==> run_1/density.png <==
(4 px per um) 9 x 9 tiles, from dark blue (low) to red (high), 0 to 100% covered.
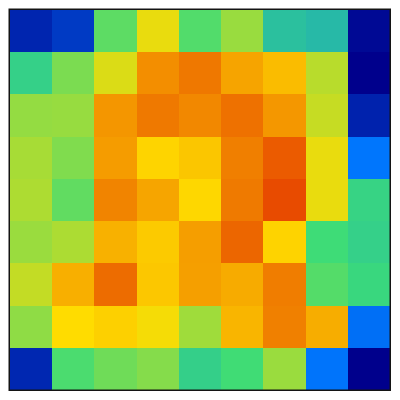
==> run_1/met4.png <==
(4 px per um) Supply wires on this layer in grey.
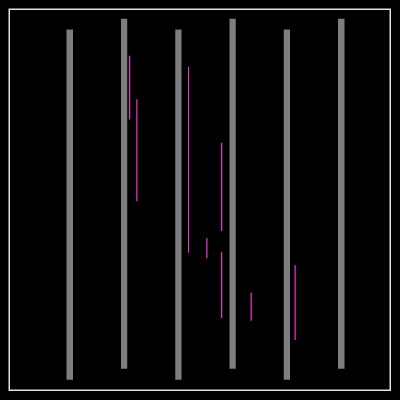
==> run_1/final_congestion.png <==
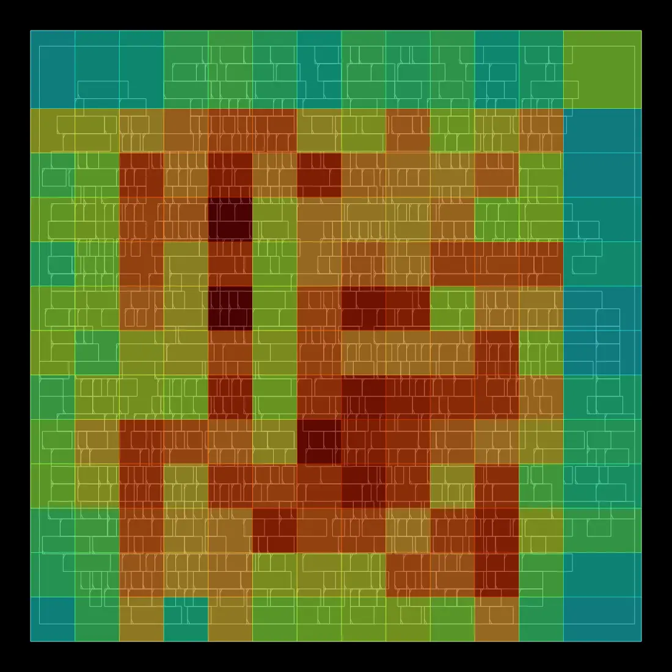
**src/rtl/router_in_port_gen2_if.sv**
```systemverilog
// Source byte stream and per-destination FIFO write bus of the router input port.
interface router_in_port_gen2_if #(
    parameter int DATA_W    = 8,
    parameter int NUM_PORTS = 4
);
    logic                 valid;
    logic [DATA_W-1:0]    data;
    logic                 last;
    logic                 ready;
    logic [NUM_PORTS-1:0] fifo_afull;
    logic [NUM_PORTS-1:0] fifo_wr_en;
    logic [DATA_W-1:0]    fifo_data;
    logic                 fifo_last;
    logic                 fifo_err;

    modport master (output valid, data, last, fifo_afull,
                    input  ready, fifo_wr_en, fifo_data, fifo_last, fifo_err);
    modport slave  (input  valid, data, last, fifo_afull,
                    output ready, fifo_wr_en, fifo_data, fifo_last, fifo_err);
endinterface

```
**src/rtl/router_in_port_gen2.sv**
```systemverilog
// Router input port: decodes packet headers, forwards packets cut-through to one of
// NUM_PORTS FIFOs with parity/length/address checking and saturating statistics.
module router_in_port_gen2 #(
    parameter int DATA_W    = 8,
    parameter int LEN_BITS  = 5,
    parameter int NUM_PORTS = 4,
    parameter int CNT_W     = 16
) (
    input  logic                 i_clk,
    input  logic                 i_rst,
    router_in_port_gen2_if.slave bus,
    input  logic                 i_clr_errors,
    output logic                 o_busy,
    output logic                 o_err_addr,
    output logic                 o_err_parity,
    output logic                 o_err_len,
    output logic [CNT_W-1:0]     o_pkt_cnt,
    output logic [CNT_W-1:0]     o_drop_cnt
);
    localparam int AW = DATA_W - LEN_BITS;
    localparam logic [AW:0] NP = (AW+1)'(NUM_PORTS);

    localparam logic [1:0] S_IDLE = 2'd0;
    localparam logic [1:0] S_FWD  = 2'd1;
    localparam logic [1:0] S_DROP = 2'd2;

    logic [1:0]           state;
    logic [LEN_BITS-1:0]  len_q;
    logic [LEN_BITS-1:0]  cnt_q;
    logic [AW-1:0]        addr_q;
    logic [DATA_W-1:0]    xor_q;

    logic [NUM_PORTS-1:0] wr_en_p1;
    logic [DATA_W-1:0]    data_p1;
    logic                 last_p1;
    logic                 err_p1;

    logic [AW-1:0]        hdr_addr;
    logic [LEN_BITS-1:0]  hdr_len;
    logic                 hdr_legal;
    logic                 par_bad;
    logic                 xfer;

    function automatic logic afull_at(input logic [NUM_PORTS-1:0] af, input logic [AW-1:0] a);
        afull_at = 1'b0;
        for (int k = 0; k < NUM_PORTS; k++)
            if (a == AW'(k)) afull_at = af[k];
    endfunction

    function automatic logic [NUM_PORTS-1:0] port_sel(input logic [AW-1:0] a);
        port_sel = '0;
        for (int k = 0; k < NUM_PORTS; k++)
            if (a == AW'(k)) port_sel[k] = 1'b1;
    endfunction

    function automatic logic [CNT_W-1:0] sat_inc(input logic [CNT_W-1:0] c);
        sat_inc = (&c) ? c : c + 1'b1;
    endfunction

    assign hdr_addr  = bus.data[AW-1:0];
    assign hdr_len   = bus.data[DATA_W-1:AW];
    assign hdr_legal = ({1'b0, hdr_addr} < NP);
    assign par_bad   = (bus.data != xor_q);
    assign xfer      = bus.valid & bus.ready;
    assign o_busy    = (state != S_IDLE);

    // Illegal headers and dropped bytes are always taken so the link never stalls on them.
    always_comb begin
        bus.ready = 1'b1;
        case (state)
            S_IDLE:  if (hdr_legal) bus.ready = ~afull_at(bus.fifo_afull, hdr_addr);
            S_FWD:   bus.ready = ~afull_at(bus.fifo_afull, addr_q);
            default: bus.ready = 1'b1;
        endcase
    end

    always_ff @(posedge i_clk) begin
        if (i_rst) begin
            state        <= S_IDLE;
            len_q        <= '0;
            cnt_q        <= '0;
            addr_q       <= '0;
            xor_q        <= '0;
            wr_en_p1     <= '0;
            data_p1      <= '0;
            last_p1      <= 1'b0;
            err_p1       <= 1'b0;
            o_err_addr   <= 1'b0;
            o_err_parity <= 1'b0;
            o_err_len    <= 1'b0;
            o_pkt_cnt    <= '0;
            o_drop_cnt   <= '0;
        end else begin
            wr_en_p1 <= '0;
            last_p1  <= 1'b0;
            err_p1   <= 1'b0;
            // Clear first so a set in the same cycle wins.
            if (i_clr_errors) begin
                o_err_addr   <= 1'b0;
                o_err_parity <= 1'b0;
                o_err_len    <= 1'b0;
            end
            if (xfer) begin
                case (state)
                    S_IDLE: begin
                        len_q  <= hdr_len;
                        addr_q <= hdr_addr;
                        xor_q  <= bus.data;
                        cnt_q  <= '0;
                        if (hdr_legal) begin
                            wr_en_p1 <= port_sel(hdr_addr);
                            data_p1  <= bus.data;
                            if (bus.last) begin
                                last_p1   <= 1'b1;
                                err_p1    <= 1'b1;
                                o_err_len <= 1'b1;
                                o_pkt_cnt <= sat_inc(o_pkt_cnt);
                            end else begin
                                state <= S_FWD;
                            end
                        end else begin
                            o_err_addr <= 1'b1;
                            o_drop_cnt <= sat_inc(o_drop_cnt);
                            if (bus.last) o_err_len <= 1'b1;
                            else          state     <= S_DROP;
                        end
                    end
                    S_FWD: begin
                        wr_en_p1 <= port_sel(addr_q);
                        data_p1  <= bus.data;
                        cnt_q    <= cnt_q + 1'b1;
                        xor_q    <= xor_q ^ bus.data;
                        if (cnt_q == len_q) begin
                            // Parity byte; a missing i_last means the rest of the frame is discarded.
                            last_p1   <= 1'b1;
                            err_p1    <= par_bad | ~bus.last;
                            o_pkt_cnt <= sat_inc(o_pkt_cnt);
                            if (par_bad) o_err_parity <= 1'b1;
                            if (bus.last) begin
                                state <= S_IDLE;
                            end else begin
                                o_err_len <= 1'b1;
                                state     <= S_DROP;
                            end
                        end else if (bus.last) begin
                            last_p1   <= 1'b1;
                            err_p1    <= 1'b1;
                            o_err_len <= 1'b1;
                            o_pkt_cnt <= sat_inc(o_pkt_cnt);
                            state     <= S_IDLE;
                        end
                    end
                    default: if (bus.last) state <= S_IDLE;
                endcase
            end
        end
    end

    // Output stage: registered FIFO write, one cycle after acceptance.
    assign bus.fifo_wr_en = wr_en_p1;
    assign bus.fifo_data  = data_p1;
    assign bus.fifo_last  = last_p1;
    assign bus.fifo_err   = err_p1;
endmodule

```
**src/flat_wrapper.sv**
```systemverilog
// flat-port wrapper written by rule: the top's interface ports become plain ports
module router_in_port_gen2_flat 
#(
    parameter int DATA_W    = 8,
    parameter int LEN_BITS  = 5,
    parameter int NUM_PORTS = 4,
    parameter int CNT_W     = 16
)
  (i_clk, i_rst, i_clr_errors, o_busy, o_err_addr, o_err_parity, o_err_len, o_pkt_cnt, o_drop_cnt, bus_valid, bus_data, bus_last, bus_fifo_afull, bus_ready, bus_fifo_wr_en, bus_fifo_data, bus_fifo_last, bus_fifo_err);
  router_in_port_gen2_if #(.DATA_W(DATA_W), .NUM_PORTS(NUM_PORTS)) bus_i ();
  input  logic i_clk;
  input  logic i_rst;
  input  logic i_clr_errors;
  output logic o_busy;
  output logic o_err_addr;
  output logic o_err_parity;
  output logic o_err_len;
  output logic [CNT_W-1:0] o_pkt_cnt;
  output logic [CNT_W-1:0] o_drop_cnt;
  input wire logic [$bits(bus_i.valid)-1:0] bus_valid;
  input wire logic [$bits(bus_i.data)-1:0] bus_data;
  input wire logic [$bits(bus_i.last)-1:0] bus_last;
  input wire logic [$bits(bus_i.fifo_afull)-1:0] bus_fifo_afull;
  output wire logic [$bits(bus_i.ready)-1:0] bus_ready;
  output wire logic [$bits(bus_i.fifo_wr_en)-1:0] bus_fifo_wr_en;
  output wire logic [$bits(bus_i.fifo_data)-1:0] bus_fifo_data;
  output wire logic [$bits(bus_i.fifo_last)-1:0] bus_fifo_last;
  output wire logic [$bits(bus_i.fifo_err)-1:0] bus_fifo_err;
  assign bus_i.valid = bus_valid;
  assign bus_i.data = bus_data;
  assign bus_i.last = bus_last;
  assign bus_i.fifo_afull = bus_fifo_afull;
  assign bus_ready = bus_i.ready;
  assign bus_fifo_wr_en = bus_i.fifo_wr_en;
  assign bus_fifo_data = bus_i.fifo_data;
  assign bus_fifo_last = bus_i.fifo_last;
  assign bus_fifo_err = bus_i.fifo_err;
  router_in_port_gen2 #(.DATA_W(DATA_W), .LEN_BITS(LEN_BITS), .NUM_PORTS(NUM_PORTS), .CNT_W(CNT_W)) u_core (.i_clk(i_clk), .i_rst(i_rst), .bus(bus_i), .i_clr_errors(i_clr_errors), .o_busy(o_busy), .o_err_addr(o_err_addr), .o_err_parity(o_err_parity), .o_err_len(o_err_len), .o_pkt_cnt(o_pkt_cnt), .o_drop_cnt(o_drop_cnt));
endmodule
```
**config.mk**
```make
export PLATFORM = sky130hd
export DESIGN_NAME = router_in_port_gen2_flat
export DESIGN_NICKNAME = d
export VERILOG_FILES = /design/src/rtl/router_in_port_gen2_if.sv /design/src/rtl/router_in_port_gen2.sv /design/src/flat_wrapper.sv
export SDC_FILE = /design/constraint.sdc
export NUM_CORES = 1
export LEC_CHECK = 0
export ABC_AREA = 1
export CORE_MARGIN = 1
export CORE_UTILIZATION = 45
export CTS_CLUSTER_DIAMETER = 80
export CTS_CLUSTER_SIZE = 12
export DETAILED_ROUTE_END_ITERATION = 10
export MAX_ROUTING_LAYER = met4
export PLACE_DENSITY = 0.72
export SLEW_MARGIN = 10
export SYNTH_ARGS = -nofsm -noshare
export SYNTH_HDL_FRONTEND = slang
export SYNTH_SLANG_ARGS = --single-unit
```
**constraint.sdc**
```tcl
create_clock -name i_clk -period 1.72 [get_ports i_clk]
set_input_delay 0.344 -clock i_clk [delete_from_list [all_inputs] [get_ports i_clk]]
set_output_delay 0.344 -clock i_clk [all_outputs]
set_load 0.01 [all_outputs]
```
==> Changelog: implementation, run 1 <==
### Implementation results

- Vias in the first global route: 4,148
- Final setup margin: -0.0974 ns
- P&R area growth vs syn: 49.3%
- Synth cell types: 33
- Share of cells above drive strength 1: 23.8%
- I/O pin cnt: 68
- CP Launch Point: u_core.addr_q[0]
- TritonCTS clock tree: built
- Port-buffer cells: 67
- Pre-CTS setup slack: -0.713 ns
- Worst vdd ir: 0.383 mV
- Slew @ Worst Pin: 0.383 ns
- Fin. Hold Viols: 0
- Critical Path RT: 1.38 ns
- Flops out of synthesis: 72
- Initial antenna violation count: 0
- Crit Path Max Fanout: 4
- Antenna Cells: 0
- Highest clock rate: 0.550 GHz
- Cell area after layout: 5800 sq um
- DR top layer: met4
- Max Slew Vio Count: 0
- Cell Area, Placed: 5120 sq um
- First-pass DRT Iterations: 5
- Post-cts gate resize count: 43
- Crit path max-delay cell type: dfxtp_4
- Min-Delay Endpoint: u_core.addr_q[0]
- Final Power: 4.63 mW
- Failing checks: setup timing
- GP Congestion: 0.907
- Clock sink total: 72
- Vias: 4,451
- Largest net degree at the start of global routing: 37
- Final setup fails: 38
- Fill count: 696
- Drt via density: 5.28
- DR WL met2: 6.09 mm
- Die Wd: 94.9 um
- Post-Route WL: 12.1 mm
- Met3 wire length: 699 um
- Final ANT Viol Nets: 0
- Largest stage delay, worst path: 0.38 ns
- Clock Skew: 0.0127 ns
- Latency at later pin: 0.35 ns
- RSZ-0062 raised after global routing: yes
- Post-Synthesis Cells: 599
- HP Start: bus_data[0]
- Hold-critical path depth: 4
- Core Area: 8300 sq um
- Clock-pin slew on the worst setup and hold paths: 0.08 ns
- Row cnt: 33
- Type of origin of the critical path: flop
- Setup crit end: bus_ready
- Root Driver: clkbuf_8
- Num CTS Buffers: 9
- XORs/XNORs by Area: 4.74%
- H-tree depth: 3
- Arrival time at the worst endpoint: 1.47 ns
- Non-Filler Instances: 843
- Min Tclk post-route: 1.82 ns
- Status: complete, but fails checks
- Critical Path, Cell by Cell: nor2_4 -> nand2_1 -> nor2_2 -> nor2_2 -> a21oi_4 -> and2_4 -> buf_6
- Count of yosys warnings during synthesis: 0
- Netlist Area Pre-Place: 3880 sq um
- R2r endpoint: u_core.xor_q[2]
- Max cap viols: 0
- Mux frac, synth: 0.773%
- Comb area leader: simple AND/OR/NAND/NOR gates
Notes on density.png above:
mean over tiles: 63%
nearly empty tiles: 3.7%
tiles over 75% full: 43%
emptiest ninth of the die: upper right
fullest tile: 92%

Notes on met4.png above:
nets with wire on the layer: 6
share of all routed wire: 1.3%
main direction: vertical
wire length on this layer: 155 um
longest straight run: 46.2 um

Notes on final_congestion.png above:
detail-routed net length per standard cell: 14.3 um
GR Layer Usage met3: 4.51%
Core Util, Final: 69.8%
layer with the highest usage: met2
GRT Total Usage: 27.2%

## run 1: metal layers
metal	up-vias	global-route usage (%)
met2	134	46.6
met3	18	4.51
met4	0	10.2
met1	2110	31.7
li1	2189	-
met5	-	-
## run 1: final cells by class
class	count	area [sq um]	share of cell area, %
multi-input combinational	449	2390	41.2
sequential	72	1470	25.3
timing repair buffer	144	1380	23.8
inverter	57	219	3.78
clock buffer	11	131	2.27
tap	105	131	2.27
clock inverter	5	81.3	1.40
## run 1: Yosys cell counts
| library cell | n | share of area, % |
|---|---|---|
| a21oi_1 | 57 | 7.3 |
| a21oi_2 | 1 | 0.23 |
| a21oi_4 | 1 | 0.42 |
| a41oi_1 | 1 | 0.23 |
| and2_1 | 2 | 0.32 |
| buf_1 | 1 | 0.097 |
| buf_2 | 8 | 1.0 |
| buf_4 | 3 | 0.58 |
| buf_8 | 1 | 0.39 |
| clkbuf_1 | 8 | 0.77 |
| dfxtp_1 | 72 | 37 |
| ha_1 | 3 | 0.97 |
| inv_1 | 52 | 5.0 |
| inv_2 | 5 | 0.48 |
| mux2i_1 | 3 | 0.77 |
| nand2_1 | 166 | 16 |
| nand2_4 | 1 | 0.29 |
| nand3_1 | 38 | 4.9 |
| nand3_2 | 2 | 0.52 |
| nand3b_1 | 2 | 0.39 |
| nand4_1 | 11 | 1.8 |
| nor2_1 | 96 | 9.3 |
| nor2_2 | 3 | 0.48 |
| nor3_1 | 8 | 1.0 |
| nor3b_1 | 2 | 0.39 |
| nor4_1 | 2 | 0.32 |
| o211ai_1 | 2 | 0.39 |
| o21ai_0 | 22 | 2.8 |
| o21ai_1 | 1 | 0.13 |
| o21bai_1 | 3 | 0.58 |
| o22ai_1 | 1 | 0.16 |
| xnor2_1 | 10 | 2.3 |
| xor2_1 | 11 | 2.5 |
## run 1: worst max-delay path: cells and delay by family (launching register included)
kind            cells  cell delay (ns)
compound gates      1             0.13
buf+inv             1             0.10
flops               1             0.38
simple gates        5             0.52
## run 1: cells in the final DEF (no fill, tap or decap), drive strengths merged, types with 3 or more instances in the layout
master | netlist | final
dlygate4sd2 | 0 | 4
buf | 13 | 77
a21oi | 59 | 59
nand4 | 11 | 11
mux2i | 3 | 3
clkbuf | 8 | 14
nor3 | 8 | 8
xor2 | 11 | 11
o21ai | 23 | 23
nand3 | 40 | 40
dfxtp | 72 | 72
xnor2 | 10 | 10
ha | 3 | 3
inv | 57 | 57
nor2 | 99 | 99
nand2 | 167 | 167
clkdlybuf4s50 | 0 | 53
dlymetal6s2s | 0 | 6
o21bai | 3 | 3
## run 1: registers in the layout, summed over array words and instances, names as in the netlist
signal / count
u_core.addr_q: 3
u_core.bus.fifo_data: 8
u_core.bus.fifo_err: 1
u_core.bus.fifo_last: 1
u_core.bus.fifo_wr_en: 4
u_core.cnt_q: 5
u_core.len_q: 5
u_core.o_drop_cnt: 16
u_core.o_err_addr: 1
u_core.o_err_len: 1
u_core.o_err_parity: 1
u_core.o_pkt_cnt: 16
u_core.state: 2
u_core.xor_q: 8
## run 1: report_power, final
part           switching (mW)  leakage, nW  internal (mW)
clock network           0.671        0.104          0.819
registers              0.0956        0.593           1.77
logic                   0.682         1.75          0.590
total                    1.45         2.44           3.18
==> run 1 -> run 2 <==
==> constraint.sdc (replaced) <==
create_clock -name i_clk -period 1.72 [get_ports i_clk]
set_input_delay 0.258 -clock i_clk [delete_from_list [all_inputs] [get_ports i_clk]]
set_output_delay 0.258 -clock i_clk [all_outputs]
set_load 0.01 [all_outputs]
==> run_2/port_nets.png <==
(3 px per um)
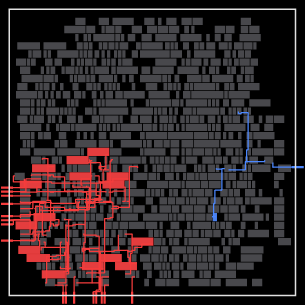
| port | colour | bits | direction | end cells | buffers | wire |
|---|---|---|---|---|---|---|
| o_drop_cnt | red | 16 | output | 16 | 26 | 851 um |
| o_busy | blue | 1 | output | 1 | 2 | 68.0 um |

==> run_2/density.png <==
(4 px per um) 9 x 9 tiles, from dark blue (low) to red (high), 0 to 100% covered.
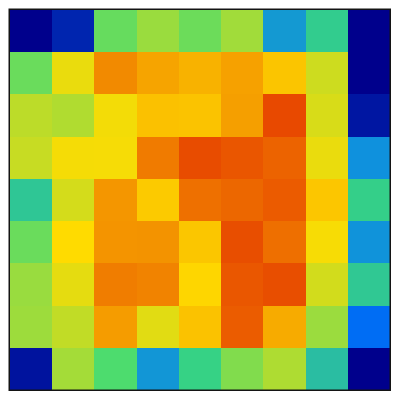
emptiest ninth of the die: upper right
fullest tile: 92%
mean over tiles: 64%
nearly empty tiles: 4.9%

==> run_2/final_congestion.png <==
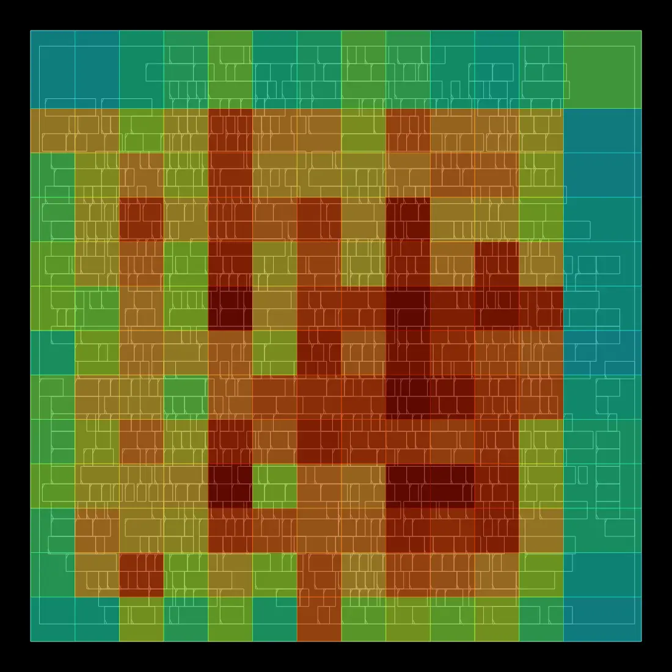
GRT Total Usage: 29.2%
met2 usage: 49.8%
M1 GR Usage: 33.7%
Core Util, Final: 71.1%

==> Changelog: implementation, run 2 <==
### Implementation results

- Status: complete, but fails checks
- Failing checks: setup timing
- Grt ovf: 0
- Worst hold path class: primary input to flop
- Top cells, area: dfxtp_1 (37%), nand2_1 (16%), nor2_1 (9.3%)
- Largest net degree at the start of global routing: 31 (-16%)
- Root Driver: clkbuf_8
- H-tree depth: 3 (unchanged)
- Vias: 4,557 (+2.4%)
- Worst slew margin: 66.0%
- DR iter-0 viols: 231
- Floorplan Nets: 619
- Fp_density: 46.8%
- Synth area leader: dfxtp_1
- Chip area: 9010 sq um
- Top FF cell, synth: dfxtp_1
- Worst r2r path cells: 13
- First-pass DRT Iterations: 5 (unchanged)
- Final Power: 4.68 mW (+1.0%)
- Core Area: 8300 sq um (unchanged)
- Arrival time at the worst endpoint: 2.17 ns (+0.70 ns)
- Fin. Hold Viols: 0 (unchanged)
- Setup CP Type: flop to flop
- Final ANT Viol Nets: 0 (unchanged)
- Count of yosys warnings during synthesis: 0 (unchanged)
- Min Tclk post-route: 1.87 ns (+0.0567 ns)
- Max cap viols: 0 (unchanged)
- GP Congestion: 0.899 (-0.86%)
- # DRC: 0
- Most common logic cells in the final layout: nand2_1 (144), nor2_1 (84), buf_4 (68)
- I/O pin cnt: 68 (unchanged)
- Final setup fails: 40 (+5.3%)
- Count leader, synth: nand2_1
- Hold_buf cts: 0
- Ys cells: 599
- Top cell type's share of synthesized area: 37.1% (unchanged)
- Critical Path RT: 2.01 ns (+0.63 ns)
- Post-synthesis area per instance: 6.48 sq um
- R2r endpoint: u_core.cnt_q[0]
- Most numerous logic cell after layout: nand2_1
- Most frequent cells after synthesis: nand2_1 (166), nor2_1 (96), dfxtp_1 (72)
- Post-Synthesis Cells: 599 (unchanged)
- Worst vdd ir: 0.496 mV (+29%)
- Global-route wire length before repair: 19.7 mm
- Final setup margin: -0.154 ns (-0.0567 ns)
- Row cnt: 33 (unchanged)
- Vias in the first global route: 4,317 (+4.1%)
- P&R area growth vs syn: 51.9%
- TritonCTS clock tree: built
- Highest clock rate: 0.534 GHz (-3.0%)
- Register share after synthesis: 37.1%
- Non-Filler Instances: 859 (+1.9%)
- Max Slew Vio Count: 0 (unchanged)
- Clock-pin slew on the worst setup and hold paths: 0.10 ns (+0.02 ns)
- NumNets Final: 769
- CP Capture Type: flop
- Share of cells above drive strength 1: 26.4% (+2.5 points)
- Largest regs: u_core.o_drop_cnt x16, u_core.o_pkt_cnt x16
- Antenna Cells: 0 (unchanged)
- Hold WS: 0.278 ns
- Synth cell types: 33 (unchanged)
- Latency at later pin: 0.37 ns (+0.02 ns)
- Ys async rst share: 0% (unchanged)
- Crit Path Max Fanout: 5 (+1)
- Post-Route WL: 12.7 mm (+4.8%)
- Placed cells: 824
- Slew @ Worst Pin: 0.509 ns (+0.126 ns)
- R2r startpoint: u_core.addr_q[1]
- DP Wirelength: 8.12 mm
- Drt via density: 5.31 (+0.47%)
- Reg2reg setup slack: -0.15 ns
- Clock sink total: 72 (unchanged)
- Detail-routed net length per standard cell: 14.8 um (+2.9%)
- Initial antenna violation count: 0 (unchanged)
- Port-buffer cells: 67 (unchanged)
- Die height: 94.9 um
- P_leak: 2.42 nW
- Flops out of synthesis: 72 (unchanged)
- Pwr dens: 793 nW/um^2
- Num CTS Buffers: 9 (unchanged)
- CTS Buffer Depth: 2
- Type of origin of the critical path: flop
- Netlist Area Pre-Place: 3880 sq um (unchanged)
- Count of tool warnings: 28
- Die Wd: 94.9 um (unchanged)
- RSZ-0062 raised after global routing: yes
- Clock Skew: 0.0171 ns (+0.00440 ns)
- Number of synthesized flops with an enable pin: 0 (unchanged)
- Setup crit end: u_core.cnt_q[0]
- Synthesis area per yosys: 3880 sq um
- Cycle use final: 109%
- CP Launch Point: u_core.addr_q[1]
## run 2: cell count changes in the layout (fill, tap and decap cells not counted), moves of 5 or more
cell and delta:
nor2_4 -7, buf_4 +8, nand2_1 -5, nand2_2 +10
nand2_4 -5, clkdlybuf4s50_1 +5, nor2_2 +6
## run 2: kinds of logic after synthesis
kind of cell             Yosys count  synth area share, %
multiplexers                       3                0.773
buffers and inverters             78                 8.38
XOR/XNOR                          21                 4.74
AND-OR/OR-AND                     89                 12.3
AND/OR/NAND/NOR                  333                 35.7
flip-flops                        72                 37.1
adder cells (fa/ha/maj)            3                0.967
## run 2: area by class of cell
type,instances,area (sq um)
Clock buffer,10,138
Fill cell,680,2400
Sequential cell,72,1460
Tap cell,105,131
Multi-Input combinational cell,449,2360
Clock inverter,6,67.6
Timing Repair Buffer,159,1520
Inverter,57,216
Timing Repair inverter,1,7.51
## run 2: repair_timing
item | CTS | global route
resized | 66 | 67
cloned | 3 | 1
pin swaps | 9 | 17
setup buffers | 8 | 10
endpoints found under the setup margin | 43 | 61
## run 2: power breakdown
| part | switching [mW] | internal [mW] | leakage (nW) |
|---|---|---|---|
| clock network | 0.721 | 0.714 | 0.0989 |
| registers | 0.0859 | 1.77 | 0.592 |
| logic | 0.736 | 0.649 | 1.73 |
## run 2: critical path, stage by stage, from the launching register on
cell	delay [ns]
dfxtp_2	0.41
inv_1	0.08
nand4_1	0.10
nand2_2	0.08
a21oi_4	0.17
buf_6	0.12
buf_6	0.09
nand3_4	0.07
buf_6	0.15
buf_6	0.11
buf_6	0.11
o21ai_2	0.12
nand2_1	0.07
nor2_1	0.12
## run 2: how the worst min path moves through the flow
stage          cells past startpoint  slack (ns)            start          endpoint
5_1_grt                            4        0.31      bus_data[0]  u_core.addr_q[0]
2_1_floorplan                      2        0.40      bus_data[7]   u_core.len_q[4]
6_report                           4        0.28      bus_data[0]  u_core.addr_q[0]
3_5_place_dp                       2        0.45  u_core.xor_q[6]   u_core.xor_q[6]
4_1_cts                            4        0.45      bus_data[0]  u_core.addr_q[0]
3_3_place_gp                       2        0.44  u_core.xor_q[3]   u_core.xor_q[3]
## run 2: metrics by stage
step,worst slack (ns),TNS [ns],cell area (sq um)
final,-0.154,-2.97,5900
after global routing,-0.241,-7.37,5900
after CTS,-0.124,-1.56,5710
after detailed placement,-0.488,-24.79,5200
after global placement,-0.456,-20.81,5200
after floorplan,0.0215,0,3890
## run 2: layer usage
| layer | track usage [%] | vias to the layer above | routed length, um |
|---|---|---|---|
| li1 | - | 2221 | - |
| met3 | 4.51 | 47 | 834 |
| met4 | 12.8 | 0 | 471 |
| met1 | 33.7 | 2106 | 5110 |
| met2 | 49.8 | 183 | 6260 |
| met5 | - | - | 0 |
Power figures rest on the tool's default switching activity, not on a simulated workload.
